<file path="src/rtl/edge_arb_pkg.sv">
// Shared types and the round-robin search helper for the edge event arbiter.
package edge_arb_pkg;

  typedef enum logic [1:0] {
    DET_LOW   = 2'd0,
    DET_PULSE = 2'd1,
    DET_HIGH  = 2'd2
  } det_state_t;

  typedef enum logic {
    ARB_IDLE  = 1'b0,
    ARB_OFFER = 1'b1
  } arb_state_t;

  // First set bit searching i_last+1, i_last+2, ... modulo i_n; returns i_last if none set.
  function automatic logic [3:0] rr_pick(input logic [15:0] i_pend,
                                         input logic [3:0]  i_last,
                                         input logic [4:0]  i_n);
    logic [4:0] idx;
    logic       found;
    rr_pick = i_last;
    found   = 1'b0;
    for (int k = 1; k <= 16; k++) begin
      idx = 5'(i_last) + 5'(k);
      idx = (idx >= i_n) ? (idx - i_n) : idx;
      if (!found && (5'(k) <= i_n) && i_pend[idx[3:0]]) begin
        rr_pick = idx[3:0];
        found   = 1'b1;
      end
    end
  endfunction

endpackage

</file>
<file path="src/rtl/edge_pulse_chan.sv">
// Moore rising-edge detector: one registered pulse per high period of i_in,
// including a line that is already high when reset is released.
module edge_pulse_chan
  import edge_arb_pkg::*;
(
  input  logic clk,
  input  logic rst_n,
  input  logic i_in,
  output logic o_pulse
);

  det_state_t r_state;

  // Detector state machine; the pulse is registered alongside the state.
  always_ff @(posedge clk or negedge rst_n) begin
    if (!rst_n) begin
      r_state <= DET_LOW;
      o_pulse <= 1'b0;
    end else begin
      case (r_state)
        DET_LOW: begin
          if (i_in) begin
            r_state <= DET_PULSE;
            o_pulse <= 1'b1;
          end else begin
            r_state <= DET_LOW;
            o_pulse <= 1'b0;
          end
        end
        DET_PULSE: begin
          o_pulse <= 1'b0;
          if (i_in) begin
            r_state <= DET_HIGH;
          end else begin
            r_state <= DET_LOW;
          end
        end
        DET_HIGH: begin
          o_pulse <= 1'b0;
          if (!i_in) begin
            r_state <= DET_LOW;
          end else begin
            r_state <= DET_HIGH;
          end
        end
        default: begin
          r_state <= DET_LOW;
          o_pulse <= 1'b0;
        end
      endcase
    end
  end

endmodule

</file>
<file path="src/rtl/edge_event_arbiter.sv">
// Collects per-channel rising edges into pending flags and offers them one at a
// time over valid/ready with round-robin fairness; counts events lost to overflow.
module edge_event_arbiter
  import edge_arb_pkg::*;
#(
  parameter int N_CH   = 4,
  parameter int DROP_W = 8
) (
  input  logic                      clk,
  input  logic                      rst_n,
  input  logic [N_CH-1:0]           i_in,
  input  logic [N_CH-1:0]           i_en,
  output logic                      o_evt_valid,
  input  logic                      i_evt_ready,
  output logic [$clog2(N_CH)-1:0]   o_evt_ch,
  output logic [N_CH-1:0]           o_pending,
  output logic [DROP_W-1:0]         o_drop_cnt,
  input  logic                      i_clr_drop
);

  localparam int CH_W  = $clog2(N_CH);
  localparam int CNT_W = $clog2(N_CH + 1);
  localparam int SUM_W = DROP_W + 5;

  logic [N_CH-1:0]   w_pulse;
  logic [N_CH-1:0]   w_pending_nxt;
  logic [CNT_W-1:0]  w_drop_n;
  logic [SUM_W-1:0]  w_drop_sum;
  logic [DROP_W-1:0] w_drop_sat;
  logic              w_accept;
  logic              w_hit;
  logic [CH_W-1:0]   w_pick;

  arb_state_t        r_arb;
  logic [CH_W-1:0]   r_last;
  logic [CH_W-1:0]   r_evt_ch;
  logic              r_evt_valid;
  logic [N_CH-1:0]   r_pending;
  logic [DROP_W-1:0] r_drop_cnt;

  for (genvar g = 0; g < N_CH; g++) begin : g_chan
    edge_pulse_chan u_chan (
      .clk    (clk),
      .rst_n  (rst_n),
      .i_in   (i_in[g]),
      .o_pulse(w_pulse[g])
    );
  end

  assign w_accept = (r_arb == ARB_OFFER) && i_evt_ready;
  assign w_pick   = CH_W'(rr_pick(16'(r_pending), 4'(r_last), 5'(N_CH)));

  // Next pending flags and the number of events lost this cycle; a re-edge on
  // the channel being accepted re-arms its flag instead of counting as a drop.
  always_comb begin
    w_pending_nxt = r_pending;
    w_drop_n      = '0;
    w_hit         = 1'b0;
    for (int i = 0; i < N_CH; i++) begin
      w_hit = w_accept && (r_evt_ch == CH_W'(i));
      if (w_pulse[i] && i_en[i]) begin
        w_pending_nxt[i] = 1'b1;
        if (r_pending[i] && !w_hit) begin
          w_drop_n = w_drop_n + CNT_W'(1);
        end else begin
          w_drop_n = w_drop_n;
        end
      end else if (w_hit) begin
        w_pending_nxt[i] = 1'b0;
      end else begin
        w_pending_nxt[i] = r_pending[i];
      end
    end
  end

  // Saturating drop counter increment.
  always_comb begin
    w_drop_sum = SUM_W'(r_drop_cnt) + SUM_W'(w_drop_n);
    if (w_drop_sum > SUM_W'({DROP_W{1'b1}})) begin
      w_drop_sat = '1;
    end else begin
      w_drop_sat = w_drop_sum[DROP_W-1:0];
    end
  end

  // Pending flags, drop counter and the round-robin scheduler.
  always_ff @(posedge clk or negedge rst_n) begin
    if (!rst_n) begin
      r_arb       <= ARB_IDLE;
      r_last      <= CH_W'(N_CH - 1);
      r_evt_ch    <= '0;
      r_evt_valid <= 1'b0;
      r_pending   <= '0;
      r_drop_cnt  <= '0;
    end else begin
      r_pending <= w_pending_nxt;
      if (i_clr_drop) begin
        r_drop_cnt <= '0;
      end else begin
        r_drop_cnt <= w_drop_sat;
      end
      case (r_arb)
        ARB_IDLE: begin
          if (|r_pending) begin
            r_evt_ch    <= w_pick;
            r_evt_valid <= 1'b1;
            r_arb       <= ARB_OFFER;
          end else begin
            r_evt_valid <= 1'b0;
            r_arb       <= ARB_IDLE;
          end
        end
        ARB_OFFER: begin
          if (i_evt_ready) begin
            r_last      <= r_evt_ch;
            r_evt_valid <= 1'b0;
            r_arb       <= ARB_IDLE;
          end else begin
            r_evt_valid <= 1'b1;
            r_arb       <= ARB_OFFER;
          end
        end
        default: begin
          r_evt_valid <= 1'b0;
          r_arb       <= ARB_IDLE;
        end
      endcase
    end
  end

  assign o_evt_valid = r_evt_valid;
  assign o_evt_ch    = r_evt_ch;
  assign o_pending   = r_pending;
  assign o_drop_cnt  = r_drop_cnt;

endmodule
</file>
<file path="config.mk">
export PLATFORM = sky130hd
export DESIGN_NAME = edge_event_arbiter
export DESIGN_NICKNAME = d
export VERILOG_FILES = /design/src/rtl/edge_arb_pkg.sv /design/src/rtl/edge_pulse_chan.sv /design/src/rtl/edge_event_arbiter.sv
export SDC_FILE = /design/constraint.sdc
export NUM_CORES = 1
export LEC_CHECK = 0
export ABC_AREA = 1
export CAP_MARGIN = 10
export CORE_MARGIN = 2
export CORE_UTILIZATION = 43
export DETAILED_ROUTE_END_ITERATION = 12
export PLACE_DENSITY = 0.7
export SLEW_MARGIN = 20
export SYNTH_ARGS = -nofsm -noshare
export SYNTH_HDL_FRONTEND = slang
export SYNTH_SLANG_ARGS = --single-unit
</file>
<file path="constraint.sdc">
create_clock -name clk -period 4.3 [get_ports clk]
set_clock_uncertainty 0.1 [all_clocks]
set_input_delay 0.86 -clock clk [delete_from_list [all_inputs] [get_ports clk]]
set_output_delay 0.86 -clock clk [all_outputs]
set_load 0.01 [all_outputs]
</file>
==> run summary, run 1 <==
Here are the numbers from the latest Yosys + OpenROAD run.

The flow ran to the end, and the final reports show no timing, DRC or antenna violations. The detailed router put a total of 1.54 mm of wire on met1. The data required time reported for the critical path is 4.38 ns. The post-synth tally of flip-flops with integrated enable came out at 0.

In the global route stage, overall resource usage came out at 0.174. The x dimension of the die came out at approximately 67 um. The met1 track demand over resource in global routing is 0.212. The antenna diode count is 0. The worst setup path is of the in2reg kind. The register share of total power is 0.339. Grouping non-sequential cells by family puts the most area in simple AND/OR/NAND/NOR gates.

After global routing the overflow that remains totals 0. The global router reports that the layer with the highest usage is met2. On the critical path the data arrives at 4.14 ns. Buffers placed on the I/O ports in this run total 26. The floorplan die height came out at ~67 um. For reference, the top cells by area after synthesis are sky130_fd_sc_hd__dfrtp_1 (36%), sky130_fd_sc_hd__ha_1 (14%), sky130_fd_sc_hd__nand2_1 (13%).

Setup repair after global routing could not meet its margin everywhere. The maximum VDD drop came out at ~260 uV. The first-pass GRT wire length is around 6 mm.

The count of vias placed by the detailed router is between 1,000 and 1,500. The switching power came out at 0.559 mW. The register area share after synthesis came out at 0.395. The mean area per synthesized cell is 7.77 um^2. The count of boundary I/O pins came out at 27. The report lists the power per cell area as approximately 590 nW/um^2. Per the final layout report, the fraction of cells sized above drive strength 1 comes to 0.105.

The XOR/XNOR share of the synthesized area came out at 0.0255. The critical path's most frequent cell is sky130_fd_sc_hd__nand2_1. The post-synthesis adder-cell area fraction came out at 0.150. The number of hold buffers added after CTS came out at 0.

The global routing usage on met3 is 0.0250. The cell count after synthesis came out at approximately 220. The initial DRC count came out at a little under 80. The script parses the final routing iteration and logs DRC violations as 0.

The initial antenna violation count came out at 0. Of the total synthesized cell area, the portion taken by AND-OR and OR-AND cells is 0.0598. Switching power as a fraction of the total was reported as 0.441.

The sum of buffers and inverters on the critical path came out at 3. Once layout is complete, the utilization of the core stands at 0.569. The power report attributes to the combinational group a share of 0.547.

The post-synthesis simple-gate area fraction came out at 0.282. Grouping stages by cell kind, the critical path spends the most delay in simple AND/OR/NAND/NOR gates. The headroom to the max-slew limit came out at 0.701. Looking at the clock tree report, the H-tree level count equals 1. The share of the cycle needed by the critical path after routing came out at 0.945.

The via count of the first global-routing pass is between 1,000 and 1,500. The wire length on met3 is roughly 60 um. The met2 capacity usage during global routing came out at 0.312. According to the finish report, the design has a final net count of about 290. TritonCTS built the clock tree. Per the OpenROAD floorplan log, the area of the die is 4510 um^2. The startpoint identified for the worst hold timing path is g_chan[3].u_chan.o_pulse$_DFF_PN0_. The detailed router reports a met2 wire length of between 1.5 and 2 mm. In the floorplan report the effective utilization is 0.459.

The leakage power total is about 1.1 nW. The cell sitting at the root of the clock tree is a sky130_fd_sc_hd__clkbuf_8. The most popular library cell in the synthesized design by count is sky130_fd_sc_hd__nand2_1.

The buffer levels on the longest clock path is 2. OpenSTA, run right after detailed placement, puts the worst setup slack at -0.00791 ns. The slew at the pin closest to its max-slew limit came out at roughly 0.44 ns.

Of all cell types, the one taking the most synthesized area is sky130_fd_sc_hd__dfrtp_1. The Yosys chip area is 1720 um^2. The clock buffer count from CTS came out at 3.
[run 1: final timing paths]
check	to	slack (ns)
setup reg to reg	o_drop_cnt[3]$_DFF_PN0_	0.90
max in group asynchronous	r_last[0]$_DFFE_PN1P_	2.94
hold / removal	o_pending[3]$_DFFE_PN0P_	0.40
min in group asynchronous	g_chan[2].u_chan.r_state[1]$_DFF_PN0_	0.86
hold reg to reg	o_pending[3]$_DFFE_PN0P_	0.40
setup / recovery	o_drop_cnt[3]$_DFF_PN0_	0.23
[run 1: power by group through the flow]
| stage | logic [mW] | clock network, mW | registers [mW] |
|---|---|---|---|
| 2_1_floorplan | 0.460 | 0 | 0.429 |
| 3_3_place_gp | 0.675 | 0 | 0.433 |
| 3_5_place_dp | 0.688 | 0 | 0.433 |
| 4_1_cts | 0.694 | 0.149 | 0.429 |
| 5_1_grt | 0.806 | 0.160 | 0.443 |
| 6_report | 0.693 | 0.144 | 0.430 |
[run 1: registers in the layout, indices dropped and copies added (netlist names)]
register / flops
g_chan.u_chan.o_pulse: 3
g_chan.u_chan.r_state: 7
o_drop_cnt: 8
o_evt_ch: 2
o_pending: 4
r_arb: 1
r_last: 2
[run 1: cell type report]
type / count / area [um^2] / share of cell area
inverters: 40 / 150 / 0.0705
clock buffers: 3 / 41.3 / 0.0194
well taps: 48 / 60.1 / 0.0282
clock inverters: 1 / 5.00 / 0.00235
flip-flops and latches: 27 / 678 / 0.318
repair buffers: 31 / 298 / 0.140
multi-input cells: 154 / 897 / 0.421
[run 1: per-stage QoR]
stage	hold WS, ns	instance area, um^2	instances
2_1_floorplan	0.344	1720	221
3_3_place_gp	0.353	2070	300
3_5_place_dp	0.381	2070	300
4_1_cts	0.404	2120	304
5_1_grt	0.451	2130	304
6_report	0.402	2130	304
Figure 1. Clock wiring as the flow saved it (run 1).
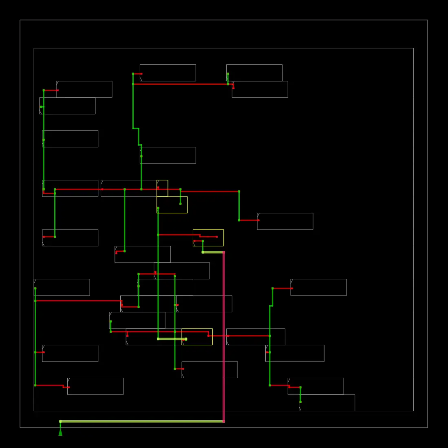
Clock buffer cells: 3
clock latency on the worst-skew pair: 0.27 ns
clock network power consumption: 0.144 mW
clock tree sinks: 27

Figure 2. Wires at chosen ports, followed through buffers (run 1).
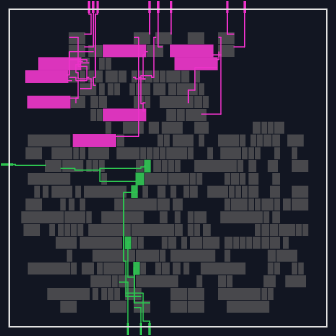
[magenta] `o_drop_cnt` | direction: output | end cells: 8 | buffers: 8 | wire: 220 um
[green] `i_en` | direction: input | end cells: 5 | buffers: 4 | wire: 113 um

Figure 3. Cell sizes after repair (run 1).
The bar under the picture is 20 um long.
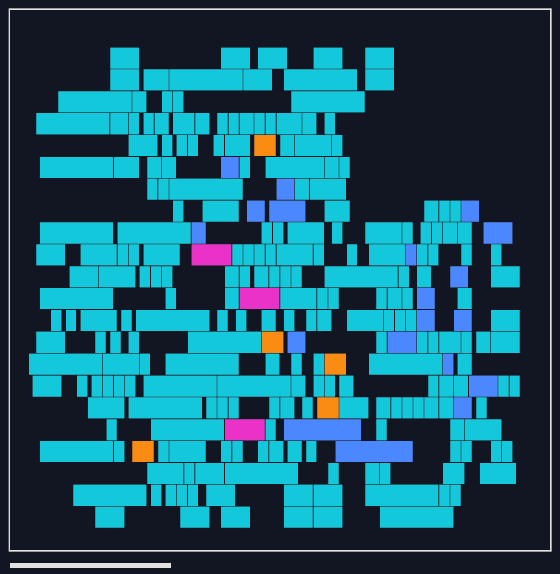
[magenta] drive 6 and up | cells: 3 | share: 1.2% | most used: clkbuf_8
[cyan] drive 1 or less | cells: 229 | share: 89% | most used: nand2_1
[blue] drive 2 | cells: 19 | share: 7.4% | most used: nand2_2
[orange] drive 3 to 4 | cells: 5 | share: 2.0% | most used: buf_4
non-clock buffer total of the final layout: 31
area delta synth->final: 24.1%
fin worst setup slack: 0.235 ns

--- run 2 (diff from run 1) ---
--- a/config.mk
+++ b/config.mk
@@ -11,6 +11,7 @@
 export CORE_UTILIZATION = 43
 export DETAILED_ROUTE_END_ITERATION = 12
 export PLACE_DENSITY = 0.7
+export SKIP_LAST_GASP = 1
 export SLEW_MARGIN = 20
 export SYNTH_ARGS = -nofsm -noshare
 export SYNTH_HDL_FRONTEND = slang
Figure 4. Wires at chosen ports, followed through buffers (run 2).
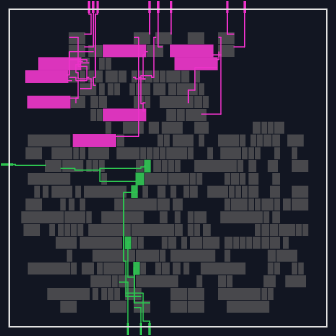
[green] `i_en` | direction: input | end cells: 5 | buffers: 4 | wire: 113 um
[magenta] `o_drop_cnt` | direction: output | end cells: 8 | buffers: 8 | wire: 220 um

Figure 5. Metal layers overlaid (run 2).
The bar under the picture is 20 um long.
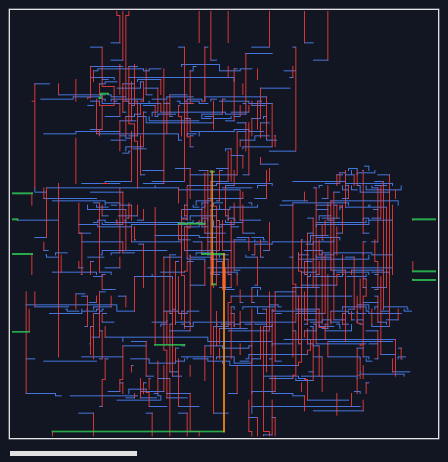
[blue] met1 | wire length: 1,540 um
[green] met3 | wire length: 61.2 um
[orange] met4 | wire length: 45.6 um
[red] met2 | wire length: 1,640 um

Figure 6. Cell sizes after repair (run 2).
The bar under the picture is 20 um long.
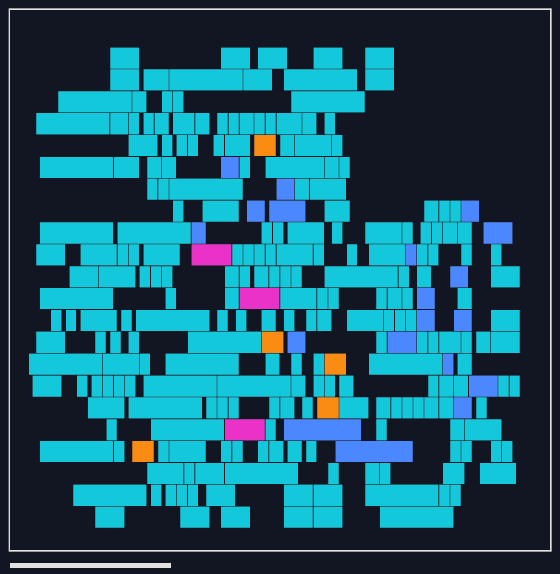
[orange] drive 3 to 4 | cells: 5 | share: 2.0% | most used: buf_4
[magenta] drive 6 and up | cells: 3 | share: 1.2% | most used: clkbuf_8
[blue] drive 2 | cells: 19 | share: 7.4% | most used: nand2_2
[cyan] drive 1 or less | cells: 229 | share: 89% | most used: nand2_1

==> run summary, run 2 <==
Here are the numbers from the latest Yosys + OpenROAD run.

After synthesis, the mean cell area works out to slightly below 8 um^2. The power report puts the net switching power at ~0.56 mW. The power in combinational cells is 0.693 mW. The fraction of final cell area spent on non-clock buffers in this run is 0.140. In this run the full chip footprint comes out at about 4500 um^2. The maximum VDD drop came out at 261 uV. The hold path startpoint is g_chan[3].u_chan.o_pulse$_DFF_PN0_. The minimum setup slack in the final design came out at 0.235 ns. The worst pin sits at a relative slew slack of 0.701. Per the layout area report, the sequential fraction of cell area is 0.318. The first global-routing pass estimated ~6.0 mm of wire. The synthesis log from Yosys contains 0 warnings. The number of remaining DRC errors is 0. The post-route core utilization came out at 0.569. The worst path required time came out at around 4.4 ns. The critical path ends at o_drop_cnt[3]$_DFF_PN0_. The register cell area after layout came out at ~680 um^2. The arrival time of data at the worst endpoint is listed as 4.14 ns. The compound-cell area share of the yosys netlist came out at 0.0598. The well-tap cell count came out at approximately 48. The biggest area contributor in the post-synthesis netlist is sky130_fd_sc_hd__dfrtp_1.

The count of vias placed by the detailed router is approximately 1,400. The clock network consumes a total of ~0.14 mW. The worst setup path is of the in2reg kind.

The cell family contributing the most delay on the critical path is simple AND/OR/NAND/NOR gates. The cell sitting at the root of the clock tree is a sky130_fd_sc_hd__clkbuf_8. The sequential power is roughly 0.43 mW.

The fraction of area in clock buffers and inverters is 0.0217. For this run, the register share of the synthesized area comes to 0.395. The total placed instance area came out at ~2100 um^2. The multi-input combinational gate total came out at around 150. The multi-input gate share of the layout cell area came out at 0.421.

The initial core utilization is 0.459. The longest clock path from root to sink contains 2 buffers. The critical path contains buffers and inverters numbering 3 combined. The Yosys chip area is about 1700 um^2. The total power per unit cell area is around 600 nW/um^2. For hold timing, the worst endpoint is o_pending[3]$_DFFE_PN0P_. The flip-flop count of the largest register after layout came out at 8. Yosys attributes the largest share of cell area to sky130_fd_sc_hd__dfrtp_1 (36%), sky130_fd_sc_hd__ha_1 (14%), sky130_fd_sc_hd__nand2_1 (13%). With fillers left out, the area of the finished cells amounts to between 2000 and 2500 um^2. The power report puts the leakage power at roughly 1.1 nW.

In the power breakdown, the biggest contributor is combinational logic. The internal power summed over all cells came out at 0.708 mW. The register-to-register setup slack is about 0.90 ns. Per the timing report, the most critical flop-to-flop path finishes at o_drop_cnt[3]$_DFF_PN0_. The count of boundary I/O pins came out at 27. The number of hold buffers added after CTS was 0.

The level count of the clock H-tree came out at 1. The final global-route overflow total is 0. The count of input and output buffers is 26. The share of post-route cells with drive strength above 1 came out at 0.105. The worst setup slack before clock tree synthesis is -0.00791 ns. The post-route worst hold slack came out at 0.402 ns. The post-synth tally of flip-flops with integrated enable is 0.

The clock buffer count from CTS came out at 3. In the synthesized netlist, the number of instances is roughly 220. Including well taps, the total number of placed cells is 300.

Counting the clock-network buffers in the layout gives 3. The initial DRC count came out at 78. The initial antenna violation count came to 0. Of the total power, registers draw 0.339. The total global routing track utilization is 0.174. Yosys shows that the main logic family after synthesis is simple AND/OR/NAND/NOR gates. The logic area came out at 897 um^2. Per STA, the library cell used most along the worst path is sky130_fd_sc_hd__nand2_1.

The via count of the first global-routing pass is between 1,000 and 1,500. TritonCTS built the clock tree. The post-synthesis adder-cell area fraction is 0.150. The number of violations of the max-capacitance limit is 0. Setup repair after global routing could not meet its margin everywhere. The share of the cycle needed by the critical path after routing came out at 0.945. The count of non-filler cells in the finished layout is between 300 and 400. The tree built by TritonCTS fans out to 27 sinks. The number of non-clock inverters in the layout is 40. The clock network latency to the later pin of the worst-skew pair came out at between 0.2 and 0.3 ns. The antenna diode count is 0. Among all cell types in the netlist, the one instantiated most often is sky130_fd_sc_hd__nand2_1. The run finished with clean final reports. The number of cells in the yosys synthesis report is between 200 and 250. The slew at the pin closest to its max-slew limit is about 0.44 ns. The switching portion of total power comes to 0.441.

The number of nets in the layout is between 200 and 300. The post-synthesis simple-gate area fraction came out at 0.282. The largest contributor to cell area by class is combinational gates.

The count of buffers not belonging to the clock network in the layout is 31.
-- run 2: cell counts in the layout (fill, tap and decap cells not counted) --
No cell type changed its count.
-- run 2: worst reg2reg max path: stages, from the launching register on --
cell and delay, ns:
sky130_fd_sc_hd__dfrtp_1 0.45, sky130_fd_sc_hd__inv_1 0.11, sky130_fd_sc_hd__nand3_1 0.08, sky130_fd_sc_hd__nand2_1 0.09, sky130_fd_sc_hd__nor2_2 0.05, sky130_fd_sc_hd__ha_1 0.31
sky130_fd_sc_hd__nand3_1 0.12, sky130_fd_sc_hd__nand2_1 0.07, sky130_fd_sc_hd__ha_1 0.26, sky130_fd_sc_hd__nand2_1 0.09, sky130_fd_sc_hd__nand2_1 0.06, sky130_fd_sc_hd__ha_1 0.30
sky130_fd_sc_hd__nor2_2 0.12, sky130_fd_sc_hd__a31oi_2 0.06, sky130_fd_sc_hd__fa_1 0.42, sky130_fd_sc_hd__nand2_1 0.08, sky130_fd_sc_hd__nand2_1 0.06, sky130_fd_sc_hd__nand2_1 0.08
sky130_fd_sc_hd__nor2_1 0.07, sky130_fd_sc_hd__nand2_1 0.16, sky130_fd_sc_hd__nand2_1 0.09, sky130_fd_sc_hd__nand2_1 0.06, sky130_fd_sc_hd__inv_1 0.03
-- run 2: layer usage --
| metal | track usage | routed length [um] | share of wire | vias up |
|---|---|---|---|---|
| li1 | - | - | - | 756 |
| met1 | 0.212 | 1540 | 0.47 | 667 |
| met2 | 0.312 | 1640 | 0.50 | 17 |
| met3 | 0.0250 | 61 | 0.019 | 4 |
| met4 | 0.0612 | 45 | 0.014 | 0 |
| met5 | 0 | 0 | 0 | - |
--- run 3 (diff from run 2) ---
--- a/config.mk
+++ b/config.mk
@@ -10,6 +10,7 @@
 export CORE_MARGIN = 2
 export CORE_UTILIZATION = 43
 export DETAILED_ROUTE_END_ITERATION = 12
+export GPL_ROUTABILITY_DRIVEN = 0
 export PLACE_DENSITY = 0.7
 export SKIP_LAST_GASP = 1
 export SLEW_MARGIN = 20
Figure 7. Clock wiring as the flow saved it (run 3).
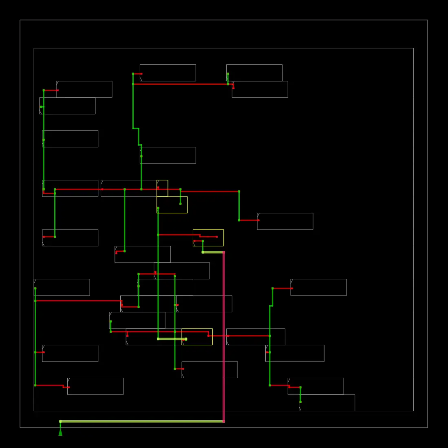
Seq Cell Count: 27
number of buffers inserted during clock tree synthesis: 3

Figure 8. Sequential cells grouped by signal name (run 3).
The bar under the picture is 20 um long. Other sequential cells in the stronger grey, the rest of the logic in the fainter grey.
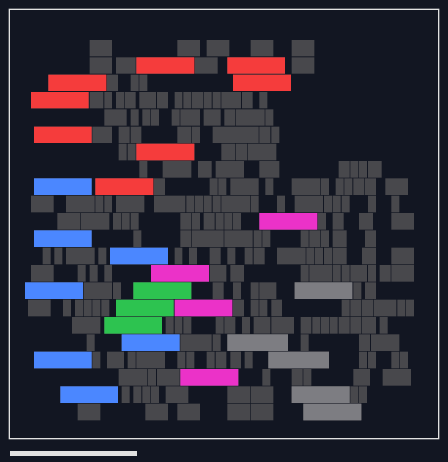
[magenta] `o_pending` | sequential cells: 4
[blue] `g_chan.u_chan.r_state` | sequential cells: 7
[green] `g_chan.u_chan.o_pulse` | sequential cells: 3
[red] `o_drop_cnt` | sequential cells: 8
not coloured: 5
Util after Layout: 0.569
Seq power: 0.430 mW
Sequential cell area: 678 um^2

Figure 9. Cell sizes after repair (run 3).
The bar under the picture is 20 um long.
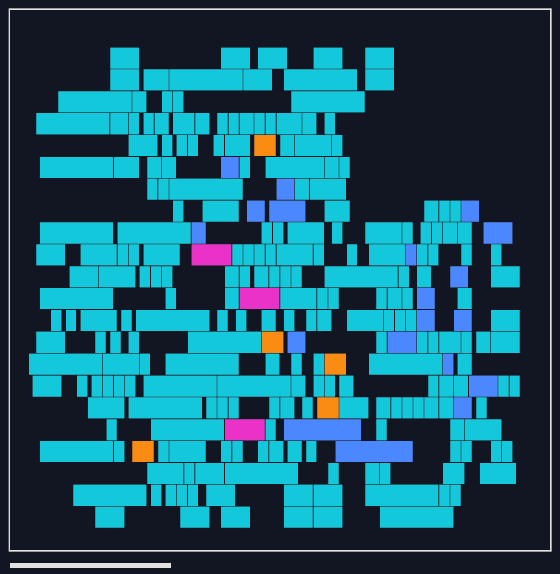
[cyan] drive 1 or less | cells: 229 | share: 89% | most used: nand2_1
[orange] drive 3 to 4 | cells: 5 | share: 2.0% | most used: buf_4
[blue] drive 2 | cells: 19 | share: 7.4% | most used: nand2_2
[magenta] drive 6 and up | cells: 3 | share: 1.2% | most used: clkbuf_8

==> run summary, run 3 <==
Here are the numbers from the latest Yosys + OpenROAD run.

Hold is met by about 0.4 ns. The floorplan die height came out at 67.2 um. In this run, the number of DRC markers left after iteration 0 of detailed routing was 78. In this run the count of I/O pins placed on the die edge is 27.

In the final report, the number of endpoints failing setup comes to 0. The tree is rooted in a sky130_fd_sc_hd__clkbuf_8. The logic area came out at about 900 um^2. The analysis attributes to net switching a power of roughly 0.56 mW. The headroom to the max-slew limit is 0.701. The Yosys chip area came out at 1720 um^2.

The buffer levels on the longest clock path came out at 2. The detailed placer reported the number of placed instances as about 300. The post-synth tally of flip-flops with integrated enable came out at 0. The first global-routing pass estimated approximately 6 mm of wire. The endpoint arrival time on the critical path came out at 4.14 ns. The worst setup slack before clock tree synthesis came out at -0.00791 ns. Looking at area per cell type in the netlist, the leader is sky130_fd_sc_hd__dfrtp_1. In the floorplan report the effective utilization is 0.459. The clock tree from TritonCTS is yes.

Summed over all nets, wire length on met2 after detailed routing comes to ~1.6 mm. The initial antenna violation count is 0. The largest part of the power goes to combinational logic. The detailed router placed roughly 1,400 vias in this run. The tool flagged a number of max-cap violations equal to 0. The flip-flop count of the largest register after layout came out at 8. Sorting the synthesized cells by area gives the leading types as sky130_fd_sc_hd__dfrtp_1 (36%), sky130_fd_sc_hd__ha_1 (14%), sky130_fd_sc_hd__nand2_1 (13%).

In the post-route report, total wirelength is listed as approximately 3.3 mm. Setup repair after global routing could not meet its margin everywhere. The required time at the worst endpoint is listed as between 4 and 5 ns. The share of total power dissipated in combinational logic is 0.547. The power in the clock group came out at roughly 0.14 mW.

The most popular library cell in the synthesized design by count is sky130_fd_sc_hd__nand2_1. The minimum period implied by the final worst setup slack came out at ~4.1 ns. The final timing report gives a worst setup slack of between 0.2 and 0.25 ns. The top layer used by detailed routing is met4. The number of cells in the yosys synthesis report came out at roughly 220. In the detailed route, the total length drawn on met3 is between 60 and 70 um. The total power per unit cell area came out at roughly 600 nW/um^2. Warnings reported by Yosys during synthesis add up to 0. The chip area is roughly 4500 um^2. The total placed instance area came out at 2070 um^2. The final global-route overflow total is 0. The power in combinational cells came out at 0.693 mW. STA classifies the critical path endpoint as a flop. The register-to-register setup slack is 0.90 ns. The proportion of total power due to net switching is 0.441. The register area share after synthesis is 0.395.

The buffer_ports step reported a buffer count of 26. CTS saw 27 sinks. The detailed-route wire length on metal 1 came out at between 1.5 and 2 mm. The flow ran to the end, and the final reports show no timing, DRC or antenna violations. The critical path is of the in2reg type. Counting stages on the worst path, the most repeated cell is sky130_fd_sc_hd__nand2_1. The level count of the clock H-tree is 1. The design draws 1.27 mW. The internal power summed over all cells came out at roughly 0.71 mW. The leakage power total came out at between 1 and 1.5 nW.

The number of nets in the layout is between 200 and 300. The logs give a warning total of 35. The layout-stage area growth over the synthesis result is 24.1%. The via count of the first global-routing pass came out at between 1,000 and 1,500. The synthesized netlist handed to floorplanning was reported with a cell count of 221. Per the cell usage report, the commonest logic cells after layout are sky130_fd_sc_hd__nand2_1 (60), sky130_fd_sc_hd__inv_1 (38), sky130_fd_sc_hd__clkdlybuf4s50_1 (26), sky130_fd_sc_hd__dfrtp_1 (25), sky130_fd_sc_hd__nand3_1 (21). The maximum VDD drop is 261 uV. The clock network latency to the later pin of the worst-skew pair came out at between 0.2 and 0.3 ns. The mean area per synthesized cell came out at between 7 and 8 um^2.
[run 3: cells by family after synthesis]
group	after synthesis	share of synthesized area
compound gates	19	0.0598
xor+xnor	5	0.0255
fa+ha+maj	20	0.150
buf+inv	40	0.0875
flops	27	0.395
simple gates	110	0.282
[run 3: cell type report]
cell class	count	share of cell area
clock inverters	1	0.00235
flip-flops and latches	27	0.318
multi-input cells	154	0.421
inverters	40	0.0705
well taps	48	0.0282
repair buffers	31	0.140
clock buffers	3	0.0194
[run 3: repair_timing]
item | 4_1_cts | 5_1_grt
endpoints found under the setup margin | 0 | 6
hold buffers | 0 | 0
resized | 0 | 2
[run 3: worst paths after layout]
check / startpoint / end / cells after the start
max reg2reg: o_evt_ch[1]$_DFFE_PN0P_ / o_drop_cnt[3]$_DFF_PN0_ / 22
min: g_chan[3].u_chan.o_pulse$_DFF_PN0_ / o_pending[3]$_DFFE_PN0P_ / 2
min reg2reg: g_chan[3].u_chan.o_pulse$_DFF_PN0_ / o_pending[3]$_DFFE_PN0P_ / 2
max: i_evt_ready / o_drop_cnt[3]$_DFF_PN0_ / 24
max in group asynchronous: rst_n / r_last[0]$_DFFE_PN1P_ / 2
min in group asynchronous: rst_n / g_chan[2].u_chan.r_state[1]$_DFF_PN0_ / 2
[run 3: critical path, delay by kind of cell]
family	cells	cell delay (ns)
AOI/OAI and AO/OA	1	0.06
adders and majority gates	4	1.27
buffers and inverters	3	0.59
and+or+nand+nor	16	1.36
[run 3: metal layers]
| layer | global-route usage | up-vias |
|---|---|---|
| li1 | - | 756 |
| met1 | 0.212 | 667 |
| met2 | 0.312 | 17 |
| met3 | 0.0250 | 4 |
| met4 | 0.0612 | 0 |
| met5 | 0 | - |
Power is estimated from default activity; no workload was simulated.
